**config.mk**
```make
export PLATFORM = sky130hd
export DESIGN_NAME = display_mode_sequencer
export DESIGN_NICKNAME = d
export VERILOG_FILES = /design/src/rtl/display_mode_sequencer_pkg.sv /design/src/rtl/display_dimmer.sv /design/src/rtl/display_mode_sequencer.sv
export SDC_FILE = /design/constraint.sdc
export NUM_CORES = 1
export LEC_CHECK = 0
export CORE_MARGIN = 4
export CORE_UTILIZATION = 30
export DETAILED_ROUTE_END_ITERATION = 10
export HOLD_SLACK_MARGIN = 0.12
export SLEW_MARGIN = 20
export SYNTH_ARGS = -nofsm -noshare
export SYNTH_HDL_FRONTEND = slang
export SYNTH_HIERARCHICAL = 1
export SYNTH_SLANG_ARGS = --single-unit
```
**constraint.sdc**
```tcl
create_clock -name i_clk -period 4.4 [get_ports i_clk]
set_clock_uncertainty 0.1 [all_clocks]
set_input_delay 0.88 -clock i_clk [delete_from_list [all_inputs] [get_ports i_clk]]
set_output_delay 0.88 -clock i_clk [all_outputs]
set_load 0.01 [all_outputs]
```
**src/rtl/display_mode_sequencer_pkg.sv**
```systemverilog
`default_nettype none
// ============================================================================
// Module      : display_mode_sequencer_pkg
// Description : Shared state encodings, widths and colour scaling helper
// Revision    : 1.0
// ============================================================================
package display_mode_sequencer_pkg;

  localparam int COLOR_W = 4;
  localparam int LVL_W   = 4;
  localparam int LVL_MAX = 15;

  localparam logic [1:0] SHOW     = 2'd0;
  localparam logic [1:0] FADE_OUT = 2'd1;
  localparam logic [1:0] SWITCH   = 2'd2;
  localparam logic [1:0] FADE_IN  = 2'd3;

  typedef struct packed {
    logic [COLOR_W-1:0] r;
    logic [COLOR_W-1:0] g;
    logic [COLOR_W-1:0] b;
  } rgb_t;

  // c * (lvl+1) / 16: lvl=15 passes c through unchanged, lvl=0 gives black.
  function automatic logic [COLOR_W-1:0] scale_color(
    input logic [COLOR_W-1:0] c,
    input logic [LVL_W-1:0]   lvl
  );
    logic [2*COLOR_W-1:0] prod;
    prod = (2*COLOR_W)'(c) * (2*COLOR_W)'({1'b0, lvl} + (LVL_W+1)'(1));
    return COLOR_W'(prod >> COLOR_W);
  endfunction

endpackage
`default_nettype wire

```
**src/rtl/display_dimmer.sv**
```systemverilog
`default_nettype none
// ============================================================================
// Module      : display_dimmer
// Description : Registered three-channel brightness scaler
// Revision    : 1.0
// ============================================================================
module display_dimmer
  import display_mode_sequencer_pkg::*;
(
  input  logic               i_clk,
  input  logic               i_rst,
  input  logic [LVL_W-1:0]   i_lvl,
  input  logic [COLOR_W-1:0] i_r,
  input  logic [COLOR_W-1:0] i_g,
  input  logic [COLOR_W-1:0] i_b,
  output logic [COLOR_W-1:0] o_r,
  output logic [COLOR_W-1:0] o_g,
  output logic [COLOR_W-1:0] o_b
);

  rgb_t w_rgb_d;
  rgb_t r_rgb_q;

  always_comb begin
    w_rgb_d.r = scale_color(i_r, i_lvl);
    w_rgb_d.g = scale_color(i_g, i_lvl);
    w_rgb_d.b = scale_color(i_b, i_lvl);
  end

  always_ff @(posedge i_clk) begin
    if (i_rst) begin
      r_rgb_q <= '0;
    end else begin
      r_rgb_q <= w_rgb_d;
    end
  end

  assign o_r = r_rgb_q.r;
  assign o_g = r_rgb_q.g;
  assign o_b = r_rgb_q.b;

endmodule
`default_nettype wire

```
**src/rtl/display_mode_sequencer.sv**
```systemverilog
`default_nettype none
// ============================================================================
// Module      : display_mode_sequencer
// Description : Frame-synchronous pattern selector with fade-out/switch/fade-in
// Revision    : 1.0
// ============================================================================
module display_mode_sequencer
  import display_mode_sequencer_pkg::*;
#(
  parameter int N_MODES          = 4,
  parameter int HOLD_FRAMES      = 300,
  parameter int FADE_STEP_FRAMES = 2
) (
  input  logic                      i_clk,
  input  logic                      i_rst,
  input  logic                      i_frame,
  input  logic                      i_next,
  input  logic                      i_hold,
  input  logic [COLOR_W-1:0]        i_r,
  input  logic [COLOR_W-1:0]        i_g,
  input  logic [COLOR_W-1:0]        i_b,
  output logic [$clog2(N_MODES):0]  o_mode,
  output logic [COLOR_W-1:0]        o_r,
  output logic [COLOR_W-1:0]        o_g,
  output logic [COLOR_W-1:0]        o_b,
  output logic                      o_busy
);

  localparam int MODE_W = $clog2(N_MODES) + 1;
  localparam int HOLD_W = $clog2(HOLD_FRAMES) + 1;
  localparam int STEP_W = $clog2(FADE_STEP_FRAMES) + 1;

  localparam logic [MODE_W-1:0] c_MODE_LAST = MODE_W'(N_MODES - 1);
  localparam logic [HOLD_W-1:0] c_HOLD_LAST = HOLD_W'(HOLD_FRAMES - 1);
  localparam logic [STEP_W-1:0] c_STEP_LAST = STEP_W'(FADE_STEP_FRAMES - 1);
  localparam logic [LVL_W-1:0]  c_LVL_TOP   = LVL_W'(LVL_MAX);
  localparam logic [LVL_W-1:0]  c_LVL_PRE   = LVL_W'(LVL_MAX - 1);

  logic [1:0]        r_state_q,   w_state_d;
  logic [LVL_W-1:0]  r_lvl_q,     w_lvl_d;
  logic [MODE_W-1:0] r_mode_q,    w_mode_d;
  logic [HOLD_W-1:0] r_hold_q,    w_hold_d;
  logic [STEP_W-1:0] r_step_q,    w_step_d;
  logic              r_pending_q, w_pending_d;
  logic              r_busy_q,    w_busy_d;
  logic              w_enter_fade;

  always_comb begin
    w_state_d    = r_state_q;
    w_lvl_d      = r_lvl_q;
    w_mode_d     = r_mode_q;
    w_hold_d     = r_hold_q;
    w_step_d     = r_step_q;
    w_enter_fade = 1'b0;

    if (i_frame) begin
      case (r_state_q)
        SHOW: begin
          if (r_pending_q || (r_hold_q == c_HOLD_LAST && !i_hold)) begin
            w_state_d    = FADE_OUT;
            w_hold_d     = '0;
            w_step_d     = '0;
            w_enter_fade = 1'b1;
          end else if (r_hold_q != c_HOLD_LAST) begin
            // Saturate so a timeout held off by i_hold fires as soon as it drops.
            w_hold_d = r_hold_q + HOLD_W'(1);
          end
        end
        FADE_OUT: begin
          if (r_step_q == c_STEP_LAST) begin
            w_step_d = '0;
            w_lvl_d  = r_lvl_q - LVL_W'(1);
            if (r_lvl_q == LVL_W'(1)) begin
              w_state_d = SWITCH;
            end
          end else begin
            w_step_d = r_step_q + STEP_W'(1);
          end
        end
        SWITCH: begin
          w_mode_d  = (r_mode_q == c_MODE_LAST) ? '0 : r_mode_q + MODE_W'(1);
          w_step_d  = '0;
          w_state_d = FADE_IN;
        end
        FADE_IN: begin
          if (r_step_q == c_STEP_LAST) begin
            w_step_d = '0;
            w_lvl_d  = r_lvl_q + LVL_W'(1);
            if (r_lvl_q == c_LVL_PRE) begin
              w_state_d = SHOW;
              w_hold_d  = '0;
            end
          end else begin
            w_step_d = r_step_q + STEP_W'(1);
          end
        end
        default: begin
          w_state_d = SHOW;
        end
      endcase
    end

    // A request arriving with the fade-out entry is swallowed by that transition.
    w_pending_d = w_enter_fade ? 1'b0 : (r_pending_q | i_next);
    w_busy_d    = (w_state_d != SHOW);
  end

  always_ff @(posedge i_clk) begin
    if (i_rst) begin
      r_state_q   <= SHOW;
      r_lvl_q     <= c_LVL_TOP;
      r_mode_q    <= '0;
      r_hold_q    <= '0;
      r_step_q    <= '0;
      r_pending_q <= 1'b0;
      r_busy_q    <= 1'b0;
    end else begin
      r_state_q   <= w_state_d;
      r_lvl_q     <= w_lvl_d;
      r_mode_q    <= w_mode_d;
      r_hold_q    <= w_hold_d;
      r_step_q    <= w_step_d;
      r_pending_q <= w_pending_d;
      r_busy_q    <= w_busy_d;
    end
  end

  display_dimmer u_dimmer (
    .i_clk (i_clk),
    .i_rst (i_rst),
    .i_lvl (r_lvl_q),
    .i_r   (i_r),
    .i_g   (i_g),
    .i_b   (i_b),
    .o_r   (o_r),
    .o_g   (o_g),
    .o_b   (o_b)
  );

  assign o_mode = r_mode_q;
  assign o_busy = r_busy_q;

endmodule
`default_nettype wire
```
Figure 1. Clock distribution (run 1).
Drawn at 6 px/um.
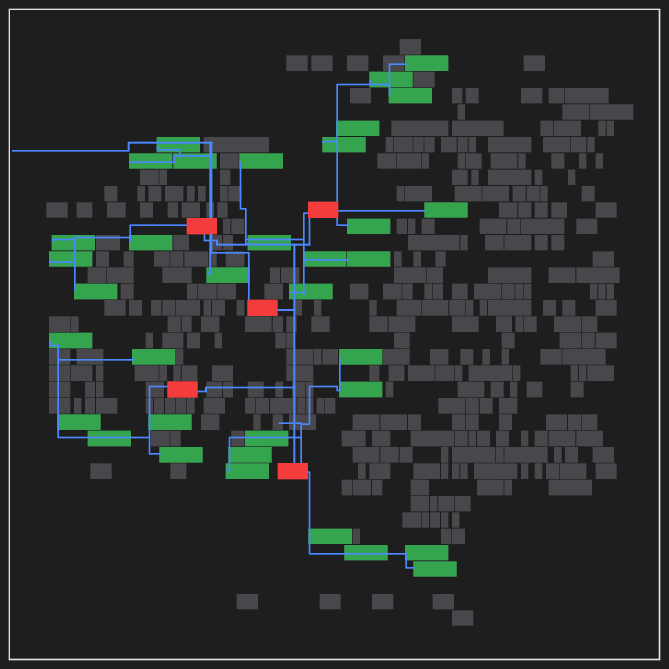
Key: blue = clock wires [length 511 um]; red = clock-net drivers [count 5]; green = flip-flops [count 35]
There are 6 routed clock nets.

Figure 2. Placed cells, one color a class (run 1).
Drawn at 3 px/um. Fill, decap, tap and diode cells in gray.
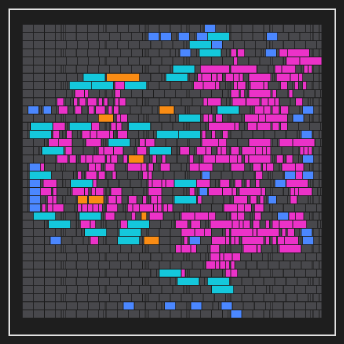
Key: cyan = sequential cells [cells 35]; blue = remaining buffers and delay cells [cells 36]; orange = clock drivers and dummy loads [cells 8]; magenta = remaining logic cells [cells 294]

==> ci_impl_report.md, run 1 <==
## PnR job results

| Metric | Value |
|---|---|
| Hold Path Class | `register to register` |
| Layout clock area frac | `approximately 3.2%` |
| GRT Overall Usage | `between 10% and 20%` |
| Worst path arrival time | `about 4.0 ns` |
| Clk sinks | `35` |
| Pre-CTS WS | `about 0.26 ns` |
| Drc violations | `0` |
| Synth area leader | `dfxtp_1` |
| Status | `completed` |
| R2R depth | `13` |
| RSZ-0062 raised after global routing | `false` |
| Logic area | `approximately 0.0021 mm2` |
| Worst skew pair latency | `around 0.29 ns` |
| Comb area share | `around three fifths` |
| Crit path max fanout | `8` |
| Gr busiest metal | `met2` |
| Hold path cells | `1` |
| CP Data Required Time | `approximately 4.5 ns` |
| Slew @ Worst Pin | `0.607 ns` |
| TAP cells | `between 100 and 150` |
| Tally of OpenROAD warnings | `29` |
| Met1 usage | `approximately 16%` |
| Number of flops mapped to enable cells by yosys | `0` |
| Top non-seq family | `simple AND/OR/NAND/NOR gates` |
| Flop count | `35` |
| Pwr/cell area | `about 210 mW/mm2` |
| Met2 WL | `3.25 mm` |
| Share of cells above drive strength 1 | `between 8 and 9%` |
| Ys async rst share | `0%` |
| Register share after synthesis | `between 20% and 30%` |
| H-tree levels | `2` |
| Layout non-clock buf frac | `approximately a tenth` |
| Final setup TNS | `0 ns` |
| CP Launch Type | `register` |
| Worst vdd ir | `between 100 and 150 uV` |
| Final cell count without fillers | `just over 500` |
| Top_reg_cell synth | `dfxtp_1` |
| Flop share of the area | `approximately 20%` |
| Critical path's largest stage delay | `~0.53 ns` |
| Hpwl dp | `approximately 5.2 mm` |
| Syn Std Cell Area | `0.00301 mm2` |
| WS Path Type | `register to register` |
| Largest class | `combinational gates` |
| Crit path capture type | `register` |
| Layout area overhead | `18.4%` |
| Vias | `approximately 2.5k` |
| FP Core Util | `between 30% and 40%` |
| Yosys chip area | `~0.003 mm2` |
| Ys flops | `35` |
| WL met1 | `between 3 and 4 mm` |
| DIE HEIGHT | `~110 um` |
| Non-clock buffer count | `36` |
| Nets | `~440` |
| Max Root-Sink Buffers | `2` |
| Warnings, synthesis | `6` |
| Hold_sp | `o_mode[2]` |
| Core Area | `around 0.01 mm2` |
| Critical Path Slowest Stage Cell | `fa_1` |
| Post-Synth AOI/OAI Area | `between 10% and 20%` |
| Simple share | `between 20% and 30%` |
Figure 3. Pin map (run 1).
Drawn at 2 px/um. Pins as bars across the die edge, other pins in gray.
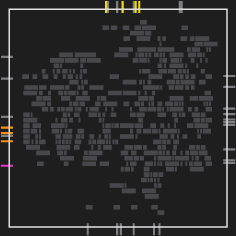
Key: orange = o_mode [pins 3, direction output, edge left]; yellow = o_b [pins 4, direction output, edge top]; magenta = i_frame [pins 1, direction input, edge left]
All pins by edge: 10 right, 9 top, 8 left, 6 bottom.

[run 1: flip-flops by register name, indices dropped and copies added (netlist names)]
register	cells
r_hold_q	10
r_lvl_q	4
u_dimmer/o_b	4
r_pending_q	1
u_dimmer/o_g	4
o_mode	3
r_step_q	2
u_dimmer/o_r	4
o_busy	1
r_state_q	2
[run 1: cells in the final DEF, fill, tap and decap left out, types with 5 or more instances in the layout]
master	count
a21oi_1	12
nand2b_1	6
and2_1	20
nor3_1	7
ha_1	34
xnor2_1	12
fa_1	15
nand2_1	39
inv_1	30
a22o_1	6
clkdlybuf4s50_1	32
nand3_1	11
o21ai_0	5
dfxtp_1	35
and2_2	5
o22ai_1	5
nand4_1	7
clkbuf_8	5
nor2_1	17
[run 1: per-stage QoR]
step / hold WS, ns / instance area [um2] / total power (uW) / util, %
4_1_cts: 0.373 / 3560 / 760 / 36.4
2_1_floorplan: 0.333 / 3010 / 414 / -
3_5_place_dp: 0.355 / 3450 / 465 / 35.3
5_1_grt: 0.400 / 3560 / 789 / 36.4
6_report: 0.372 / 3560 / 748 / 36.4
3_3_place_gp: 0.342 / 3450 / 464 / 35.3
[run 1: report_power, final]
group	internal (uW)	switching, uW	leakage [uW]
logic	59.8	62.3	0.00123
registers	328	6.80	0.000286
clock network	169	123	0.0000581
total	556	192	0.00158
[run 1: synthesized netlist by cell type, types with 3 or more instances]
cell and instances:
dfxtp_1 35, buf_2 3, nand3_1 11, nand2_1 39, a2111o_1 3, and2_1 20
nor2_1 17, a21oi_1 12, ha_1 34, nand4_1 7, and3_1 3, a211oi_1 4
xnor2_1 12, o211ai_1 3, fa_1 15, o21ai_0 5, nand2b_1 6, inv_1 30
o22ai_1 5, buf_6 3, or2_2 4, clkbuf_1 5, a22o_1 6, o21bai_1 3
nor3_1 7, nor2b_1 4, and2_2 5
==> run 1 -> run 2 <==
==> constraint.sdc (replaced) <==
create_clock -name i_clk -period 4 [get_ports i_clk]
set_clock_uncertainty 0.1 [all_clocks]
set_input_delay 0.8 -clock i_clk [delete_from_list [all_inputs] [get_ports i_clk]]
set_output_delay 0.8 -clock i_clk [all_outputs]
set_load 0.01 [all_outputs]
==> run 2 against run 1 <==
Compared with the run above: die size unchanged; critical endpoint unchanged; clock-buffer cell count unchanged; largest cell class unchanged; final cell count increased by 2.0%; clock power increased by 9.6%; non-clock buffer count increased by 10.
==> ci_impl_report.md, run 2 <==
## PnR job results

| Metric | Value |
|---|---|
| Max reg flops | `10 (unchanged)` |
| Core Area | `0.00977 mm2 (unchanged)` |
| Synth area leader | `dfxtp_1 (unchanged)` |
| Worst vdd ir | `144 uV (was 119 uV)` |
| Critical path's largest stage delay | `0.54 ns (was 0.53 ns)` |
| Crit Reg-Reg Startpoint | `r_lvl_q[1] (unchanged)` |
| Max Root-Sink Buffers | `2 (unchanged)` |
| Row cnt | `36 (unchanged)` |
| Nets | `448 (was 438)` |
| Hpwl dp | `5.11 mm (was 5.18 mm)` |
| Dominant logic cell types in the final layout | `39 x nand2_1, 35 x dfxtp_1, 34 x ha_1 (unchanged)` |
| Ys flops | `35 (unchanged)` |
| CP Launch Type | `input port (was register)` |
| Syn Std Cell Area | `0.00301 mm2 (unchanged)` |
| CTS tree | `yes (unchanged)` |
| Crit path capture type | `register (unchanged)` |
| Vias | `2498 (was 2481)` |
| Yosys chip area | `0.00301 mm2 (unchanged)` |
| Hold Path End | `o_mode[2] (unchanged)` |
| Most frequent logic cell in the layout | `nand2_1 (unchanged)` |
| Status | `completed (unchanged)` |
| Layout area overhead | `21.3% (was 18.4%)` |
| WHS | `0.374 ns (was 0.372 ns)` |
| RSZ-0062 raised after global routing | `false (unchanged)` |
| Share of cells above drive strength 1 | `11.2% (was 8.85%)` |
| H-tree levels | `2 (unchanged)` |
| Pwr/cell area | `226 mW/mm2 (was 210 mW/mm2)` |
| Critical path, cell by cell | `clkdlybuf4s50_1, and2_1, fa_1, inv_1, fa_1, inv_1, ha_1, nand3_1, o2111ai_2, a2111o_1, o21ai_2 (was ha_1, xor2_1, buf_4, and2_1, fa_1, inv_1, fa_1, inv_1, ha_1, nand3_1, o2111ai_2, a2111o_1, o21ai_2)` |
| Register share after synthesis | `23.3% (unchanged)` |
| Hold path cells | `1 (unchanged)` |
| Warnings, synthesis | `6 (unchanged)` |
| R2R depth | `13 (unchanged)` |
| Drc violations | `0 (unchanged)` |
| Initial antenna violation count | `0 (unchanged)` |
| Final cell count without fillers | `516 (was 506)` |
| Final setup TNS | `0 ns (unchanged)` |
| Critical Path Slowest Stage Cell | `fa_1 (unchanged)` |
| CP Data Required Time | `4.13 ns (was 4.54 ns)` |
| Pins Over Slew Limit | `0 (unchanged)` |
| WS Path Type | `input port to register (was register to register)` |
| Clk sinks | `35 (unchanged)` |
| Placed Area | `0.00354 mm2 (was 0.00345 mm2)` |
| Hold Path Class | `register to register (unchanged)` |
| Slew @ Worst Pin | `0.586 ns (was 0.607 ns)` |
| Ys async rst share | `0% (unchanged)` |
| Wire length per cell | `12.8 um (was 13.3 um)` |
| Crit path max fanout | `5 (was 8)` |
| Biggest register | `r_hold_q (unchanged)` |
| Top_reg_cell synth | `dfxtp_1 (unchanged)` |
| Top-count cell post-synth | `nand2_1 (unchanged)` |
| FP Core Util | `30.8% (unchanged)` |
| Tally of OpenROAD warnings | `29 (unchanged)` |
| Vias in the first global route | `2584 (was 2486)` |
| Worst path arrival time | `3.80 ns (was 4.00 ns)` |
| DIE HEIGHT | `108 um (unchanged)` |
| CTS buffer count | `5 (unchanged)` |
| Mean area per synthesized cell | `8.82 um2 (unchanged)` |
| Final Instance Area | `0.00365 mm2 (was 0.00356 mm2)` |
| Pre-CTS WS | `0.0292 ns (was 0.259 ns)` |
| GRT Overall Usage | `12.2% (about the same)` |
| Worst skew pair latency | `0.29 ns (about the same)` |
| Number of flops mapped to enable cells by yosys | `0 (unchanged)` |
| # setup viols final | `0 (unchanged)` |
| Hold_sp | `o_mode[2] (unchanged)` |
| Top cells by count | `39 x nand2_1, 35 x dfxtp_1, 34 x ha_1 (unchanged)` |
| Die Size | `0.0117 mm2 (unchanged)` |
| Final period util | `between 90% and 100%` |
==> run 2: cell counts after synthesis <==
Identical to the previous run, type by type.
==> run 2: area by class of cell <==
cell class              instances  area [um2]  area share (%)
clock buffers                   5        68.8            1.89
repair buffers                 46         438            12.0
clock inverters                 3        43.8            1.20
flip-flops and latches         35         701            19.2
well taps                     133         166            4.56
multi-input cells             263        2120            58.0
inverters                      31         116            3.19
==> run 2: per-layer routing <==
| metal | track usage [%] | vias up | share of wire, % |
|---|---|---|---|
| met2 | 20.6 | 37 | 48 |
| met1 | 16.3 | 1188 | 48 |
| met5 | 0 | - | 0 |
| met4 | 3.07 | 0 | 0.68 |
| met3 | 2.15 | 4 | 3.1 |
| li1 | - | 1269 | - |
==> run 2: logic make-up after synthesis <==
kind of cell               count (synthesis)  synth area share, %
muxes                                      2                0.707
xor gates and xnor gates                  14                 4.08
adders and majority gates                 49                 24.1
DFF                                       35                 23.3
and+or+nand+nor                          139                 26.2
AOI/OAI and AO/OA                         59                 15.3
buffers and inverters                     43                 6.36
==> run 2: worst max-delay path: cells and delay by family <==
| kind | cells | cell delay [ns] |
|---|---|---|
| AOI/OAI and AO/OA | 3 | 0.68 |
| buffers and inverters | 3 | 0.59 |
| and+or+nand+nor | 2 | 0.34 |
| adders and majority gates | 3 | 1.40 |
==> run 2: where the power goes <==
group	total, uW	switching, uW	internal, uW
Sequential	368	7.35	361
Combinational	137	69.3	68.0
Clock	319	134	186
==> run 2: metrics by stage <==
step / util (%) / total power, uW
after detailed placement: 36.2 / 514
final: 37.3 / 825
after floorplan: - / 455
after CTS: 37.3 / 842
after global routing: 37.3 / 873
after global placement: 36.2 / 513
Figure 4. Met2 routing (run 2).
Drawn at 3 px/um.
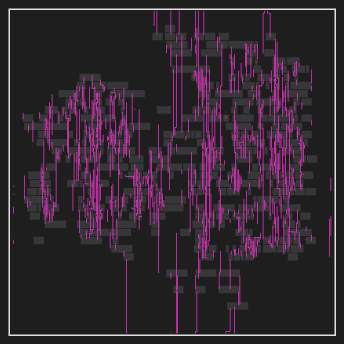
377 nets have wire on it. The longest straight run is 37.1 um.

Figure 5. Pin map (run 2).
Drawn at 2 px/um. Pins as bars across the die edge, other pins in gray.
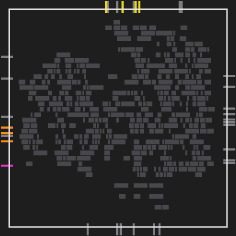
Key: orange = o_mode [pins 3, direction output, edge left]; magenta = i_frame [pins 1, direction input, edge left]; yellow = o_b [pins 4, direction output, edge top]
All pins by edge: 10 right, 9 top, 8 left, 6 bottom.

==> run 2 -> run 3 <==
--- a/config.mk
+++ b/config.mk
@@ -6,9 +6,10 @@
 export NUM_CORES = 1
 export LEC_CHECK = 0
 export CORE_MARGIN = 4
-export CORE_UTILIZATION = 30
+export CORE_UTILIZATION = 57
 export DETAILED_ROUTE_END_ITERATION = 10
 export HOLD_SLACK_MARGIN = 0.12
+export PLACE_DENSITY = 0.81
 export SLEW_MARGIN = 20
 export SYNTH_ARGS = -nofsm -noshare
 export SYNTH_HDL_FRONTEND = slang
==> run 3 against run 2 <==
Compared with the run above: combinational power is essentially flat; clock-buffer cell count grew 1; global-route usage grew 10 points; worst setup slack lost 0.10 ns; final area shrank 3.1%; clock power grew 8.2%; critical path depth grew 2; die size shrank 44%; non-clock buffer count shrank 4.
==> ci_impl_report.md, run 3 <==
## PnR job results

| Metric | Value |
|---|---|
| Status | `completed (unchanged)` |
| Ys flops | `35 (unchanged)` |
| Share of cells above drive strength 1 | `10.3% (was 11.2%)` |
| H-tree levels | `2 (unchanged)` |
| Hpwl dp | `4.95 mm (was 5.11 mm)` |
| Critical path's largest stage delay | `0.53 ns (was 0.54 ns)` |
| Final cell count without fillers | `449 (was 516)` |
| Pins Over Slew Limit | `0 (unchanged)` |
| Logic area | `0.00212 mm2 (unchanged)` |
| Number of flops mapped to enable cells by yosys | `0 (unchanged)` |
| Family with the most delay on the worst path | `adder cells (unchanged)` |
| Die Size | `0.00650 mm2 (was 0.0117 mm2)` |
| Vias in the first global route | `2659 (was 2584)` |
| Max Root-Sink Buffers | `2 (unchanged)` |
| Initial antenna violation count | `0 (unchanged)` |
| Yosys chip area | `0.00301 mm2 (unchanged)` |
| Top_reg_cell synth | `dfxtp_1 (unchanged)` |
| Hold Path Class | `register to register (unchanged)` |
| Tally of OpenROAD warnings | `29 (unchanged)` |
| Drc violations | `0 (unchanged)` |
| Hold Path End | `o_mode[2] (unchanged)` |
| Slew @ Worst Pin | `0.583 ns (was 0.586 ns)` |
| CTS tree | `yes (unchanged)` |
| Post-Synth AOI/OAI Area | `15.3% (unchanged)` |
| WS Path Type | `register to register (was input port to register)` |
| Filler cell count | `431 (was 1014)` |
| Final setup TNS | `0 ns (unchanged)` |
| Pwr/cell area | `240 mW/mm2 (was 226 mW/mm2)` |
| CTS clk-pin slew, worst paths | `0.08 ns (about the same)` |
| Max reg flops | `10 (unchanged)` |
| Mean area per synthesized cell | `8.82 um2 (unchanged)` |
| Buffers and inverters on the worst path | `3 (unchanged)` |
| Tot Pwr | `849 uW (was 825 uW)` |
| Worst path arrival time | `3.91 ns (was 3.80 ns)` |
| CP Data Required Time | `4.13 ns (about the same)` |
| FP Core Util | `58.9% (was 30.8%)` |
| Top-count cell post-synth | `nand2_1 (unchanged)` |
| Syn Std Cell Area | `0.00301 mm2 (unchanged)` |
| Register share after synthesis | `23.3% (unchanged)` |
| Nets | `444 (was 448)` |
| Warnings, synthesis | `6 (unchanged)` |
| Top non-seq family | `simple AND/OR/NAND/NOR gates (unchanged)` |
| Hold path cells | `1 (unchanged)` |
| Row cnt | `26 (was 36)` |
| # setup viols final | `0 (unchanged)` |
| Hold_sp | `o_mode[2] (unchanged)` |
| Pre-CTS WS | `0.0108 ns (was 0.0292 ns)` |
| Biggest register | `r_hold_q (unchanged)` |
| Critical Path Slowest Stage Cell | `fa_1 (unchanged)` |
| Synth area leader | `dfxtp_1 (unchanged)` |
| Final period util | `94.4% (was 91.9%)` |
| Wire length per cell | `14.6 um (was 12.8 um)` |
| Dominant logic cell types in the final layout | `39 x nand2_1, 35 x dfxtp_1, 34 x ha_1 (unchanged)` |
| Crit Reg-Reg Startpoint | `r_lvl_q[0] (was r_lvl_q[1])` |
| Crit path capture type | `register (unchanged)` |
| DIE HEIGHT | `80.6 um (was 108 um)` |
| CP Launch Type | `register (was input port)` |
| RSZ-0062 raised after global routing | `false (unchanged)` |
| Worst vdd ir | `186 uV (was 144 uV)` |
| Crit path max fanout | `12 (was 5)` |
| Flop area | `701 um2 (unchanged)` |
| Core Area | `0.00511 mm2 (was 0.00977 mm2)` |
| Layout area overhead | `17.6% (was 21.3%)` |
| Vias | `2538 (was 2498)` |
| Ys async rst share | `0% (unchanged)` |
| Simple share | `26.2% (unchanged)` |
| Adder-cell share of the synthesized area | `24.1% (unchanged)` |
| Top cells by count | `39 x nand2_1, 35 x dfxtp_1, 34 x ha_1 (unchanged)` |
| Mux frac, synth | `0.707% (unchanged)` |
| GRT Overall Usage | `22.6% (was 12.2%)` |
-- run 3: cell counts after synthesis --
Identical to the previous run, type by type.
-- run 3: area by class of cell --
class / instances / area share (%)
Multi-Input combinational cell: 263 / 59.8
Tap cell: 70 / 2.48
Clock buffer: 6 / 2.33
Timing Repair Buffer: 42 / 11.2
Inverter: 31 / 3.29
Sequential cell: 35 / 19.8
Clock inverter: 2 / 1.10
-- run 3: power breakdown --
part / total [uW] / switching (uW) / internal (uW)
logic: 137 / 69.4 / 67.2
clock network: 345 / 140 / 205
registers: 367 / 6.44 / 361
-- run 3: how the worst max path moves through the flow --
stage / from / to / slack [ns] / cells after the start
finish: r_lvl_q[0] / u_dimmer/o_b[3] / 0.22 / 13
global route: r_lvl_q[0] / u_dimmer/o_b[3] / 0.06 / 13
CTS: r_lvl_q[0] / u_dimmer/o_b[3] / 0.23 / 13
global placement: i_b[3] / u_dimmer/o_b[3] / 0.09 / 11
detailed placement: i_b[3] / u_dimmer/o_b[3] / 0.01 / 11
floorplan: r_lvl_q[0] / u_dimmer/o_b[3] / 0.47 / 13
-- run 3: cell families after synthesis --
group                    after synthesis
AND/OR/NAND/NOR                      139
multiplexers                           2
adder cells (fa/ha/maj)               49
flip-flops                            35
XOR/XNOR                              14
AND-OR/OR-AND                         59
buffers and inverters                 43
-- run 3: metrics by stage --
step	area [um2]	utilization, %
6_report	3540	69.3
5_1_grt	3540	69.3
4_1_cts	3540	69.3
3_5_place_dp	3420	66.9
3_3_place_gp	3420	66.9
2_1_floorplan	3010	-
-- run 3: metal layers --
layer  vias to the layer above  global-route usage (%)  routed length (um)
met5                         -                       0                   0
met4                         0                    5.57                  70
met3                         8                    3.59                 301
met2                        62                    41.2                3330
met1                      1205                    27.4                2850
li1                       1263                       -                   -
Figure 6. Clock distribution (run 3).
Drawn at 8 px/um.
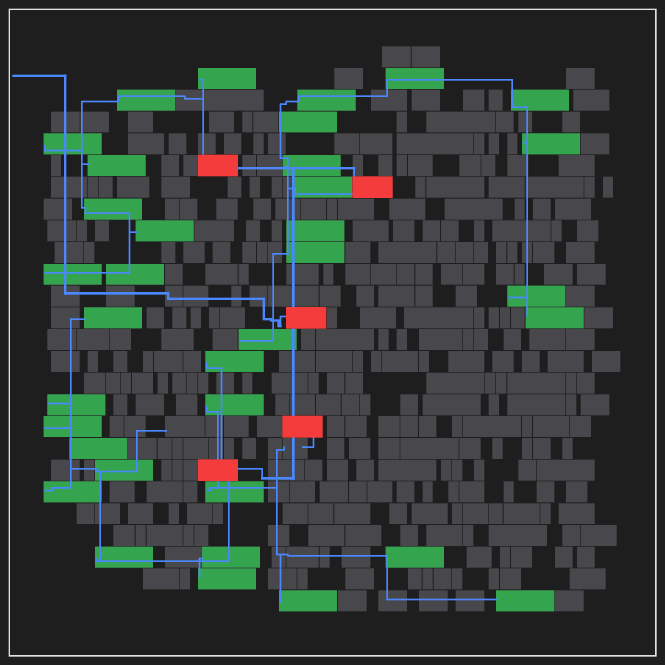
Key: blue = clock wires [length 524 um]; green = flip-flops [count 35]; red = clock-net drivers [count 5]
There are 6 routed clock nets. Position of the flops: widely spread.

Figure 7. Clock routing (run 3).
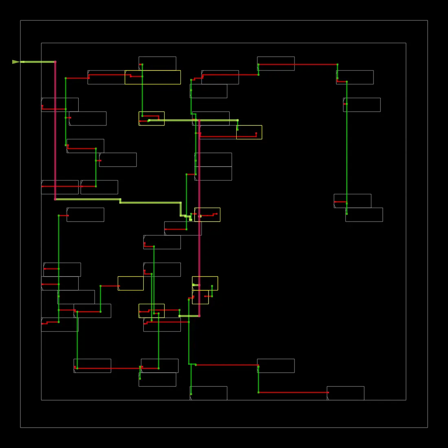
flop count: 35
worst skew pair latency: 0.29 ns
clock buffers: 6
clk sinks: 35

Power and IR drop assume default switching activity.
